==> src/rtl/seq_alu.sv <==
// rtl/seq_alu.sv - handshaked ALU: single-cycle logic/arith/shift ops,
// bus-cycle shift-add multiply and restoring divide.
module seq_alu #(
  parameter int bus = 8
) (
  input  logic           clk,
  input  logic           rst,
  input  logic [bus-1:0] a,
  input  logic [bus-1:0] b,
  input  logic [3:0]     ALUFUN,
  input  logic           in_valid,
  output logic           in_ready,
  output logic [bus-1:0] s,
  output logic [3:0]     CNVZ,
  output logic           out_valid,
  input  logic           out_ready
);

  localparam int SW = $clog2(bus);

  localparam logic [3:0] OP_LSL  = 4'h0;
  localparam logic [3:0] OP_LSR  = 4'h1;
  localparam logic [3:0] OP_ASL  = 4'h2;
  localparam logic [3:0] OP_ASR  = 4'h3;
  localparam logic [3:0] OP_OR   = 4'h4;
  localparam logic [3:0] OP_AND  = 4'h5;
  localparam logic [3:0] OP_XOR  = 4'h6;
  localparam logic [3:0] OP_NOT  = 4'h7;
  localparam logic [3:0] OP_ADD  = 4'h8;
  localparam logic [3:0] OP_SUB  = 4'h9;
  localparam logic [3:0] OP_MUL  = 4'hA;
  localparam logic [3:0] OP_DIVU = 4'hB;
  localparam logic [3:0] OP_MODU = 4'hC;

  typedef enum logic [1:0] {IDLE, BUSY, DONE} state_t;

  state_t          state;
  logic [3:0]      op_q;
  logic [bus-1:0]  opnd_q;
  logic [bus-1:0]  hi;
  logic [bus-1:0]  lo;
  logic [SW-1:0]   cnt;

  logic [SW-1:0]   shamt;
  logic [bus:0]    lsl_w, lsr_w, asr_w, add_w, sub_w;
  logic [bus-1:0]  sc_s;
  logic            sc_c, sc_v;
  logic            is_multi;

  assign shamt    = b[SW-1:0];
  assign is_multi = (ALUFUN == OP_MUL) || (ALUFUN == OP_DIVU) || (ALUFUN == OP_MODU);

  // Shifting one extra bit along with the operand leaves the last bit shifted
  // out in the spare position; a zero shift leaves a zero there.
  assign lsl_w = {1'b0, a} << shamt;
  assign lsr_w = {a, 1'b0} >> shamt;
  assign asr_w = $signed({a, 1'b0}) >>> shamt;
  assign add_w = {1'b0, a} + {1'b0, b};
  assign sub_w = {1'b0, a} + {1'b0, ~b} + (bus+1)'(1);

  always_comb begin
    sc_s = '0;
    sc_c = 1'b0;
    sc_v = 1'b0;
    case (ALUFUN)
      OP_LSL, OP_ASL: {sc_c, sc_s} = lsl_w;
      OP_LSR:         {sc_s, sc_c} = lsr_w;
      OP_ASR:         {sc_s, sc_c} = asr_w;
      OP_OR:          sc_s = a | b;
      OP_AND:         sc_s = a & b;
      OP_XOR:         sc_s = a ^ b;
      OP_NOT:         sc_s = ~a;
      OP_ADD: begin
        {sc_c, sc_s} = add_w;
        sc_v = (a[bus-1] == b[bus-1]) && (add_w[bus-1] != a[bus-1]);
      end
      OP_SUB: begin
        {sc_c, sc_s} = sub_w;
        sc_v = (a[bus-1] != b[bus-1]) && (sub_w[bus-1] != a[bus-1]);
      end
      default: ;
    endcase
  end

  // Multiply: {hi,lo} starts as {0, multiplier}; add multiplicand into hi and shift right.
  // Divide: {hi,lo} starts as {0, dividend}; hi is the partial remainder, lo fills with quotient bits.
  logic [bus:0]    mul_sum;
  logic [bus:0]    div_shift;
  logic [bus-1:0]  div_sub;
  logic            div_ge;
  logic            is_mul;
  logic [bus-1:0]  hi_nx, lo_nx;
  logic [bus-1:0]  mc_s;
  logic            mc_c, mc_v;

  assign is_mul    = (op_q == OP_MUL);
  assign mul_sum   = {1'b0, hi} + (lo[0] ? {1'b0, opnd_q} : '0);
  assign div_shift = {hi, lo[bus-1]};
  assign div_ge    = div_shift >= {1'b0, opnd_q};
  assign div_sub   = div_shift[bus-1:0] - opnd_q;
  assign hi_nx     = is_mul ? mul_sum[bus:1] : (div_ge ? div_sub : div_shift[bus-1:0]);
  assign lo_nx     = is_mul ? {mul_sum[0], lo[bus-1:1]} : {lo[bus-2:0], div_ge};
  assign mc_s      = (op_q == OP_MODU) ? hi_nx : lo_nx;
  assign mc_c      = is_mul && (hi_nx != '0);
  assign mc_v      = is_mul ? (hi_nx != '0) : (opnd_q == '0);

  always_ff @(posedge clk) begin
    if (rst) begin
      state     <= IDLE;
      in_ready  <= 1'b0;
      out_valid <= 1'b0;
      s         <= '0;
      CNVZ      <= '0;
      op_q      <= '0;
      opnd_q    <= '0;
      hi        <= '0;
      lo        <= '0;
      cnt       <= '0;
    end else begin
      case (state)
        IDLE: begin
          in_ready <= 1'b1;
          if (in_valid && in_ready) begin
            in_ready <= 1'b0;
            if (is_multi) begin
              op_q   <= ALUFUN;
              opnd_q <= (ALUFUN == OP_MUL) ? a : b;
              hi     <= '0;
              lo     <= (ALUFUN == OP_MUL) ? b : a;
              cnt    <= '0;
              state  <= BUSY;
            end else begin
              s         <= sc_s;
              CNVZ      <= {sc_c, sc_s[bus-1], sc_v, sc_s == '0};
              out_valid <= 1'b1;
              state     <= DONE;
            end
          end
        end
        BUSY: begin
          hi  <= hi_nx;
          lo  <= lo_nx;
          cnt <= cnt + SW'(1);
          if (cnt == SW'(bus-1)) begin
            s         <= mc_s;
            CNVZ      <= {mc_c, mc_s[bus-1], mc_v, mc_s == '0};
            out_valid <= 1'b1;
            state     <= DONE;
          end
        end
        DONE: begin
          if (out_ready) begin
            out_valid <= 1'b0;
            in_ready  <= 1'b1;
            state     <= IDLE;
          end
        end
        default: state <= IDLE;
      endcase
    end
  end

endmodule

==> config.mk <==
export PLATFORM = sky130hd
export DESIGN_NAME = seq_alu
export DESIGN_NICKNAME = d
export VERILOG_FILES = /design/src/rtl/seq_alu.sv
export SDC_FILE = /design/constraint.sdc
export NUM_CORES = 1
export LEC_CHECK = 0
export ABC_AREA = 0
export CORE_UTILIZATION = 40
export CTS_BUF_LIST = sky130_fd_sc_hd__clkbuf_8
export DETAILED_ROUTE_END_ITERATION = 16
export PLACE_DENSITY_LB_ADDON = 0.1
export SLEW_MARGIN = 40
export SYNTH_ARGS = -nofsm -noshare
export SYNTH_HDL_FRONTEND = slang
export SYNTH_SLANG_ARGS = --single-unit
==> constraint.sdc <==
create_clock -name clk -period 3.45 [get_ports clk]
set_clock_uncertainty 0.1 [all_clocks]
set_input_delay 0.69 -clock clk [delete_from_list [all_inputs] [get_ports clk]]
set_output_delay 0.69 -clock clk [all_outputs]
set_load 0.01 [all_outputs]
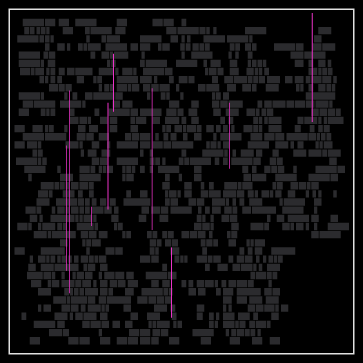
(run_1/layer_met4.png)
(3 px per um)
wire length on this layer: 297 um
share of all routed wire: 1.7%
nets with wire on the layer: 8
longest straight run: 67.3 um

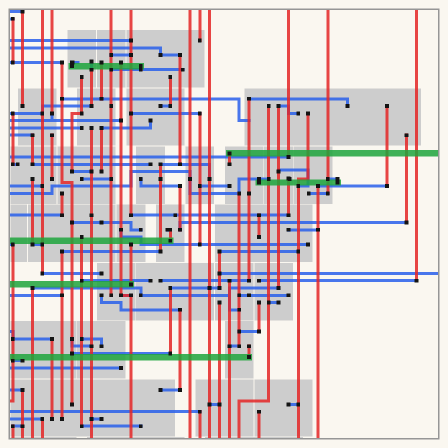
(run_1/detail.png)
Region (76, 19) to (96, 39) um. Cells in gray, sequential cells in the stronger gray; small squares are vias.
| color | layer |
|---|---|
| red | metal 2 |
| blue | metal 1 |
| green | metal 3 |
most frequent: a21oi_1 (4), nor2_1 (4)
sequential cells in the window: 0
cells with their middle in the window: 28

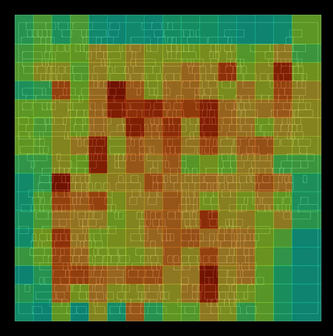
(run_1/congestion.png)
routed len/inst: 18.1 um
grt peak-use layer: met2
GR Util met3: 5.35%
M2 GR Usage: 42.7%

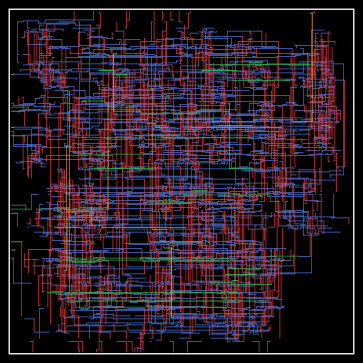
(run_1/wires.png)
(3 px per um)
| color | layer | wire length |
|---|---|---|
| red | metal 2 | 7680 um |
| blue | metal 1 | 8170 um |
| green | metal 3 | 1020 um |
| orange | metal 4 | 297 um |

==> run notes, run 1 <==
impl run done, here's what came out: total track usage=27.1%, Final nets=~850, Worst Hold Class=reg -> reg, cell count after synthesis=689, Final Hold Fails=0, Final setup viols=0, critical-path maximum fanout=6, clk latency late pin=0.31 ns, top post-synthesis cells by count=nor2_1 (91), a21oi_1 (77), nand2_1 (47), dfxtp_1 (46), ha_1 (43), max incr delay on CP=between 0.4 and 0.5 ns, worst reg2reg path endpoint=CNVZ[0], # Cells Yosys=roughly 690, layout cells sized above 1=between 10% and 20%, pre-CTS WS=-0.241 ns, min Tclk post-route=3.27 ns, run status=finished, final reports clean, Post-Syn Area=5050 um^2, gr ovfl total=0, nature of the critical path startpoint=flop, Cell variety after synth=a little over 70, first-pass GRT wire length=27500 um, Cell area leaders=dfxtp_1 (18%), ha_1 (11%), a21oi_1 (7.6%), R2R cell count=13, HP Start=s[4], Worst Setup SP=opnd_q[6], CP Cell Sequence=inv_1 -> ha_1 -> a21o_1 -> a211oi_4 -> and2_1 -> a31oi_4 -> buf_4 -> mux2i_1 -> buf_4 -> mux2i_1 -> or3b_1 -> or4b_1 -> nand2_1, reg2reg start=opnd_q[6], vias in the first global route=5160, Yosys warnings=0, Power Density=between 200 and 300 nW/um^2, worst hold endpoint=s[4], CP Class=reg -> reg, Pleak=2.64 nW, worst endpoint data arrival time=approximately 3.4 ns, largest net degree at the start of global routing=43, final-report max-slew violation count=0, Final Power=0.00161 W, FP Util=41.5%, Log Warnings=between 40 and 50, Synth area leader=dfxtp_1, Mean Syn Cell Area=7.33 um^2, maximum vdd drop=0.194 mV, Routed Antenna Nets=0, Req. time, crit path=3.62 ns, ys flop type=dfxtp_1, Yosys chip area=5050 um^2, achievable frequency=0.306 GHz, Clock Path Buffers=2, max_cap viols=0, WHS=0.367 ns, final worst-path cycle share=94.6%, count leader, synth=nor2_1, register share after synthesis=a little under a fifth, IO Pins=38, via count=~5400, Final HPWL DP=13500 um, cts-stage hold buffer count=0, Slowest-stage cell, CP=or4b_1, Worst-path clk slew=0.10 ns, Placer Congestion=about 0.9, Comb area=3820 um^2, total die size=13100 um^2, Yosys top cell area share=18.2%, placed cells=between 900 and 1000, initial drt markers=299, Storage cell area=921 um^2, FF-to-FF setup slack=0.18 ns, total routed wirelength=17200 um, CTS root buf=clkbuf_8, # DRC=0, Num CTS Buffers=5, number of synthesized register bits=46, crit path to=CNVZ[0], input/output buffers=37, Hold Crit Depth=2, final-layout fill cell count=1186, die width=114 um, Area Overhead vs Synth=24.6%, first-pass detailed-route iteration total=5, routed vias/inst=5.70, diodes inserted=0, crit end category=flop, non-filler instance count after layout=946, fraction of registers with async set/reset=0%, CORE AREA=roughly 12000 um^2, Least-Margin Pin Slew=0.578 ns, floorplan net count=760, RSZ-0062 raised after global routing=false, die height=approximately 110 um, CTS tree=yes, EDFF count, synth=0, fin worst setup slack=0.185 ns, CTS Sinks=46, Setup TNS=0 ns, initial antenna violation count=0, H-tree Lvls=2, FP Rows=40, Slew headroom=61.2%
==> run 1: report_power, final <==
| part | switching (W) | total, W | internal, W | leakage [nW] |
|---|---|---|---|---|
| registers | 0.0000204 | 0.000573 | 0.000553 | 0.373 |
| clock network | 0.000207 | 0.000350 | 0.000143 | 0.0483 |
| logic | 0.000369 | 0.000689 | 0.000320 | 2.22 |
==> run 1: repair_timing <==
action,in CTS,in global routing
endpoints found under the setup margin,0,4
hold endpoints to repair,0,0
setup buffers,0,1
resized,0,10
==> run 1: worst max-delay path, delay by kind of cell (launching register included) <==
| kind | cells | cell delay [ns] |
|---|---|---|
| AOI/OAI and AO/OA | 3 | 0.64 |
| adders and majority gates | 1 | 0.34 |
| buffers and inverters | 3 | 0.39 |
| DFF | 1 | 0.37 |
| muxes | 2 | 0.22 |
| and+or+nand+nor | 4 | 1.14 |
==> run 1: layout make-up <==
class                      count  area share [%]
inverter                      43            2.57
clock buffer                   5            1.09
sequential                    46            14.6
timing repair buffer         131            17.3
clock inverter                 3           0.298
tap                          168            3.34
multi-input combinational    550            60.7
==> run 1: kinds of logic after synthesis <==
family,Yosys count,synth area share (%)
fa+ha+maj,47,12.2
buf+inv,93,7.34
xor+xnor,16,2.78
flops,46,18.2
compound gates,211,27.0
simple gates,237,22.5
mux,39,9.89
==> run 1: stage by stage <==
step | cell area, um^2 | util [%]
6_report | 6290 | 51.7
5_1_grt | 6290 | 51.7
4_1_cts | 6230 | 51.3
3_5_place_dp | 6150 | 50.5
3_3_place_gp | 6150 | 50.5
2_1_floorplan | 5050 | -
==> run 1: layer usage <==
layer,GRT usage [%],share of wire [%],up-vias
met5,0,0,-
met4,6.49,1.7,0
met3,5.35,6.0,20
met2,42.7,45,160
met1,37.9,48,2553
li1,-,-,2660
==> run 1: placed cells by master (no fill, tap or decap), types with 3 or more instances in the layout <==
| cell | count |
|---|---|
| o221ai_1 | 6 |
| a21oi_1 | 76 |
| o211ai_1 | 8 |
| nand3b_1 | 8 |
| inv_1 | 41 |
| nand3_1 | 15 |
| a31oi_1 | 6 |
| a211oi_1 | 24 |
| xnor2_1 | 11 |
| a211o_1 | 5 |
| xor2_1 | 5 |
| nor3_1 | 19 |
| or3_1 | 6 |
| dfxtp_1 | 46 |
| and2_1 | 12 |
| buf_4 | 92 |
| mux2i_1 | 24 |
| o21ai_1 | 3 |
| nand2_1 | 47 |
| nor3b_1 | 4 |
| and3_1 | 3 |
| o31ai_1 | 3 |
| fa_1 | 4 |
| nand2b_1 | 6 |
| mux4_2 | 8 |
| o21ai_0 | 34 |
| nor2_1 | 91 |
| a21o_1 | 6 |
| nor2b_1 | 6 |
| nor4_1 | 7 |
| o21a_1 | 4 |
| o21bai_1 | 6 |
| ha_1 | 42 |
| mux2_2 | 7 |
| clkbuf_8 | 5 |
| clkdlybuf4s50_1 | 35 |
==> run 1: flip-flops by register name, indices dropped and copies added, names as in the netlist <==
name       flops
hi             8
lo             8
opnd_q         8
s              7
CNVZ           4
op_q           4
cnt            3
state          2
in_ready       1
out_valid      1
==> run 2, diff against run 1 <==
--- a/config.mk
+++ b/config.mk
@@ -10,6 +10,7 @@
 export CTS_BUF_LIST = sky130_fd_sc_hd__clkbuf_8
 export DETAILED_ROUTE_END_ITERATION = 16
 export PLACE_DENSITY_LB_ADDON = 0.1
+export REMOVE_ABC_BUFFERS = 1
 export SLEW_MARGIN = 40
 export SYNTH_ARGS = -nofsm -noshare
 export SYNTH_HDL_FRONTEND = slang
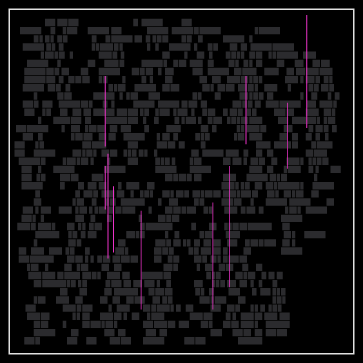
(run_2/layer_met4.png)
(3 px per um)
main direction: vertical
nets with wire on the layer: 8
via count: 5385
total routed wirelength: 16800 um

==> run 2 against run 1 <==
  * The flow now finishes with violations (setup timing)
  * Sequential cell count unchanged
  * First-iteration DRC count rose by 61%
  * Sequential share of layout area up 0.24 points
  * Non-clock buffer count shrank 9
  * Largest cell class unchanged
  * Combinational power shrank 2%
  * Worst setup slack got worse by 0.21 ns
==> run notes, run 2 <==
impl run done, here's what came out: FP Util=41.5% (unchanged), layout cells sized above 1=16.1% (-1.2 points), gr ovfl total=0 (unchanged), failing checks=setup timing, Cell variety after synth=71 (unchanged), CTS Sinks=46 (unchanged), CP Class=reg -> reg, IO Pins=38 (unchanged), Final HPWL DP=13400 um (-1.1%), non-filler instance count after layout=937 (-0.95%), CTS tree=yes, Yosys chip area=5050 um^2 (unchanged), Yosys top cell area share=18.2% (unchanged), Power Density=259 nW/um^2 (+0.86%), CORE AREA=12200 um^2 (unchanged), first-pass GRT wire length=27100 um (-1.6%), largest net degree at the start of global routing=43 (unchanged), Largest regs=hi: 8 flops, lo: 8 flops, opnd_q: 8 flops, Slew headroom=47.8% (-13 points), routed len/inst=18.0 um (-0.99%), run status=complete, but fails checks, Final nets=839 (-1.1%), final worst-path cycle share=101% (+6.0 points), vias in the first global route=5154 (-0.12%), fraction of registers with async set/reset=0% (unchanged), die width=114 um (unchanged), Log Warnings=43 (unchanged), diodes inserted=0 (unchanged), Num CTS Buffers=5 (unchanged), Pleak=2.56 nW (-3.0%), Post-Syn Area=5050 um^2 (unchanged), Clock power frac=22.2% (+0.5 points), Util after Layout=50.9% (-0.84 points), Internal Power=0.00101 W (-0.80%), switching share of power=37.0% (about the same), fin worst setup slack=-0.0226 ns (-0.207 ns), Final Power=0.00160 W (-0.79%), clk latency late pin=0.32 ns (about the same), most numerous logic cells after layout=nor2_1 (91), buf_4 (84), a21oi_1 (77), ys flop type=dfxtp_1, register share after synthesis=18.2% (unchanged), total track usage=26.7% (-0.42 points), Final setup viols=1 (+1), Cell area leaders=dfxtp_1 (18%), ha_1 (11%), a21oi_1 (7.6%), H-tree Lvls=2 (unchanged), worst endpoint data arrival time=3.64 ns (+0.21 ns), number of synthesized register bits=46 (unchanged), initial drt markers=482 (+61%), input/output buffers=37 (unchanged), Worst-path clk slew=0.10 ns (about the same), die height=114 um (unchanged), critical-path maximum fanout=7 (+1), Area Overhead vs Synth=22.6%, Placer Congestion=0.969 (+5.4%), total die size=13100 um^2 (unchanged), final-report max-slew violation count=0 (unchanged), count leader, synth=nor2_1, Routed Antenna Nets=0 (unchanged), # Cells Yosys=689 (unchanged), Top cell excl fill/tap=nor2_1, Req. time, crit path=3.61 ns (about the same), placed cells=928 (-0.96%), Mean Syn Cell Area=7.33 um^2 (unchanged), maximum vdd drop=0.145 mV (-25%), first-pass detailed-route iteration total=5 (unchanged), min Tclk post-route=3.47 ns (+0.207 ns), achievable frequency=0.288 GHz (-6.0%), Yosys warnings=0 (unchanged), Least-Margin Pin Slew=0.774 ns (+0.196 ns), # DRC=0 (unchanged), Clock Path Buffers=2 (unchanged), crit end category=flop, cell count after synthesis=689 (unchanged), Final Hold Fails=0 (unchanged), max_cap viols=0 (unchanged), nature of the critical path startpoint=flop, CTS root buf=clkbuf_8, RSZ-0062 raised after global routing=true, FP Rows=40 (unchanged), initial antenna violation count=0 (unchanged), Worst Hold Class=reg -> reg
[run 2: netlist changes by cell type in the layout (fill, tap and decap cells not counted), moves of 2 or more]
cell	previous run	this run
clkinv_2	2	0
buf_4	92	84
clkinvlp_4	0	2
mux2i_1	24	22
mux2i_2	0	2
[run 2: routing by layer]
metal,global-route usage (%),wire [um]
met3,3.92,993
met2,42.6,7550
met4,6.32,283
met1,37.8,8010
met5,0,0
[run 2: layout make-up]
type	instances	area, um^2
Fill cell	1250	5970
Multi-Input combinational cell	550	3790
Timing Repair Buffer	122	1010
Sequential cell	46	921
Tap cell	168	210
Inverter	43	161
Clock buffer	5	68.8
Clock inverter	3	23.8
[run 2: path summary, 6_finish.rpt]
| path | start | cells past startpoint | to | slack, ns |
|---|---|---|---|---|
| hold reg to reg | s[6] | 2 | s[6] | 0.36 |
| setup / recovery | opnd_q[3] | 11 | CNVZ[0] | -0.02 |
| setup reg to reg | opnd_q[3] | 11 | CNVZ[0] | -0.02 |
| hold / removal | s[6] | 2 | s[6] | 0.36 |
[run 2: repair_timing]
action,CTS,global route
setup endpoints to repair,0,3
resized,0,5
buffers inserted,0,1
hold buffers,0,0
[run 2: critical path, stage by stage, from the launching register on]
cell and delay (ns):
dfxtp_1 0.44, inv_1 0.08, ha_1 0.39, o21ai_1 0.11, a21oi_1 0.08, o31ai_1 0.33, a31oi_2 0.21, buf_4 0.22
o311ai_0 0.69, buf_4 0.24, or4b_1 0.44, nand2_1 0.09
[run 2: cells by family (layout without fill, tap and decap cells)]
logic type      Yosys count  count (layout)  synth area share [%]
simple gates            237             237                  22.5
flops                    46              46                  18.2
compound gates          211             211                  27.0
xor+xnor                 16              16                  2.78
mux                      39              39                  9.89
fa+ha+maj                47              47                  12.2
buf+inv                  93             173                  7.34
[run 2: power by group through the flow]
stage               Clock [W]  Combinational [W]  Sequential (W)
finish               0.000355           0.000672        0.000573
global route         0.000391           0.000730        0.000576
CTS                  0.000366           0.000657        0.000573
detailed placement          0           0.000653        0.000585
global placement            0           0.000650        0.000584
floorplan                   0           0.000339        0.000587
[run 2: metrics by stage]
stage               setup WS, ns  hold WS [ns]  instance area [um^2]
floorplan                 -0.384         0.332                  4840
global placement         -0.0984         0.343                  6070
detailed placement        -0.172         0.346                  6070
CTS                       0.0813         0.366                  6160
global route             -0.0533         0.386                  6190
finish                   -0.0226         0.361                  6190
==> run 3, diff against run 2 <==
--- a/config.mk
+++ b/config.mk
@@ -5,13 +5,13 @@
 export SDC_FILE = /design/constraint.sdc
 export NUM_CORES = 1
 export LEC_CHECK = 0
-export ABC_AREA = 0
+export ABC_AREA = 1
 export CORE_UTILIZATION = 40
 export CTS_BUF_LIST = sky130_fd_sc_hd__clkbuf_8
 export DETAILED_ROUTE_END_ITERATION = 16
 export PLACE_DENSITY_LB_ADDON = 0.1
 export REMOVE_ABC_BUFFERS = 1
-export SLEW_MARGIN = 40
+export SLEW_MARGIN = 10
 export SYNTH_ARGS = -nofsm -noshare
 export SYNTH_HDL_FRONTEND = slang
 export SYNTH_SLANG_ARGS = --single-unit
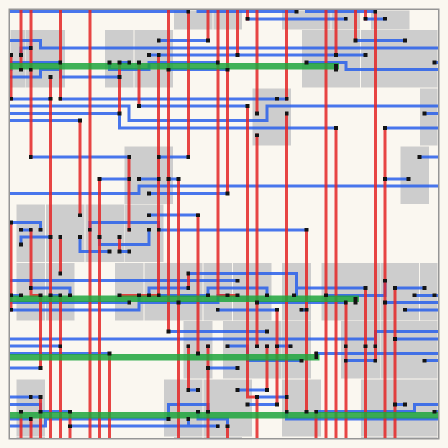
(run_3/detail.png)
Region (77, 19) to (97, 39) um. Cells in gray, sequential cells in the stronger gray; small squares are vias.
| color | layer |
|---|---|
| red | metal 2 |
| blue | metal 1 |
| green | metal 3 |
most frequent: a21oi_1 (7), nand2_1 (6)
cells with their middle in the window: 31
sequential cells in the window: 0

==> run 3 against run 2 <==
  * The flow now finishes without violations
  * Sequential share of layout area increased by 0.29 points
  * Wire length grew 16%
  * Core utilization shrank 2.8 points
  * Non-clock buffer count down 35
  * First-iteration DRC count rose by 17%
  * Synthesized area is 2.2% higher
  * Global-route usage rose by 3.4 points
  * Power increased by 9.9%
  * Critical path depth stayed put
==> run notes, run 3 <==
impl run done, here's what came out: RSZ-0062 raised after global routing=false, Power Density=290 nW/um^2 (+12%), crit end category=flop, register share after synthesis=17.9% (-0.39 points), Largest regs=hi: 8 flops, lo: 8 flops, opnd_q: 8 flops, Final nets=1005 (+20%), layout cells sized above 1=9.09% (-7.0 points), CTS Sinks=46 (unchanged), Worst-path clk slew=0.10 ns (about the same), Area Overhead vs Synth=17.6%, placed cells=1099 (+18%), cell count after synthesis=873 (+27%), Least-Margin Pin Slew=0.598 ns (-0.175 ns), first-pass detailed-route iteration total=5 (unchanged), routed length on met1=9300 um (+16%), pre-CTS WS=0.0724 ns (+0.245 ns), CTS root buf=clkbuf_8, maximum vdd drop=0.197 mV (+36%), H-tree Lvls=2 (unchanged), routed len/inst=17.6 um (-1.8%), Routed Antenna Nets=0 (unchanged), initial drt markers=564 (+17%), top sig layer=met4, Placer Congestion=0.966 (-0.27%), fin worst setup slack=0.364 ns (+0.387 ns), # DRC=0 (unchanged), nature of the critical path startpoint=primary input, Mean Syn Cell Area=5.91 um^2 (-19%), Final Hold Fails=0 (unchanged), CP Class=in -> reg, max_cap viols=0 (unchanged), final worst-path cycle share=89.5% (-11 points), critical-path maximum fanout=6 (-1), cts-stage hold buffer count=0 (unchanged), Cell area leaders=dfxtp_1 (18%), nand2_1 (16%), ha_1 (10%), number of synthesized register bits=46 (unchanged), clk latency late pin=0.32 ns (about the same), Cell variety after synth=49 (-31%), die height=116 um (+1.1%), Worst Hold Class=reg -> reg, worst endpoint data arrival time=3.18 ns (-0.46 ns), WHS=0.371 ns (+0.00965 ns), Yosys warnings=0 (unchanged), total die size=13400 um^2 (+2.2%), total track usage=30.1% (+3.4 points), R2R cell count=19 (+8), final-report max-slew violation count=0 (unchanged), run status=finished, final reports clean, first-pass GRT wire length=30400 um (+12%), total routed wirelength=19500 um (+16%), CORE AREA=12600 um^2 (+3.8%), WL met3=1430 um (+44%), largest net degree at the start of global routing=36 (-16%), Final Power=0.00176 W (+9.9%), diodes inserted=0 (unchanged), FP Rows=41 (+2.5%), Final HPWL DP=15700 um (+18%), via count=6029 (+12%), non-filler instance count after layout=1107 (+18%), Post-CTS Resized=0 (unchanged)
[run 3: cells by family after synthesis]
family	Yosys count	share of synthesized area, %
buffers and inverters	153	11.9
multiplexers	1	0.194
AND-OR/OR-AND	195	21.5
AND/OR/NAND/NOR	425	35.5
XOR/XNOR	6	1.02
adder cells (fa/ha/maj)	47	12.0
flip-flops	46	17.9
[run 3: power breakdown]
group / leakage [nW] / internal, W / switching [W] / total (W)
sequential: 0.373 / 0.000568 / 0.0000339 / 0.000602
combinational: 2.62 / 0.000290 / 0.000496 / 0.000786
clock: 0.0447 / 0.000147 / 0.000223 / 0.000370
[run 3: worst paths after layout]
path | slack, ns | start | endpoint
max | 0.36 | b[4] | s[5]
min reg2reg | 0.37 | s[6] | s[6]
max reg2reg | 0.69 | opnd_q[0] | CNVZ[1]
min | 0.37 | s[6] | s[6]
[run 3: routing by layer]
| metal | track usage (%) | vias to the layer above |
|---|---|---|
| met5 | 0 | - |
| met4 | 8.57 | 0 |
| met3 | 5.39 | 31 |
| met2 | 45.7 | 208 |
| met1 | 43.3 | 2790 |
| li1 | - | 3000 |
[run 3: area by class of cell]
cell class	instances	area (um^2)
Tap cell	172	215
Clock inverter	3	25.0
Multi-Input combinational cell	674	3630
Sequential cell	46	921
Timing Repair Buffer	87	758
Inverter	120	450
Fill cell	1356	6550
Clock buffer	5	68.8
[run 3: worst max-delay path, stage by stage]
cell and delay [ns]:
clkdlybuf4s50_1 0.53, inv_1 0.10, ha_1 0.40, inv_1 0.10, a21oi_1 0.25, nand3_1 0.16
o21ai_0 0.24, nand4_1 0.25, buf_4 0.21, o21ai_1 0.17, a21oi_1 0.09
[run 3: per-stage QoR]
step | util, % | instance area [um^2]
2_1_floorplan | - | 5000
3_3_place_gp | 47.3 | 5970
3_5_place_dp | 47.3 | 5970
4_1_cts | 48.1 | 6070
5_1_grt | 48.1 | 6070
6_report | 48.1 | 6070
No activity file was given, so power comes from the tool's default toggle rates.
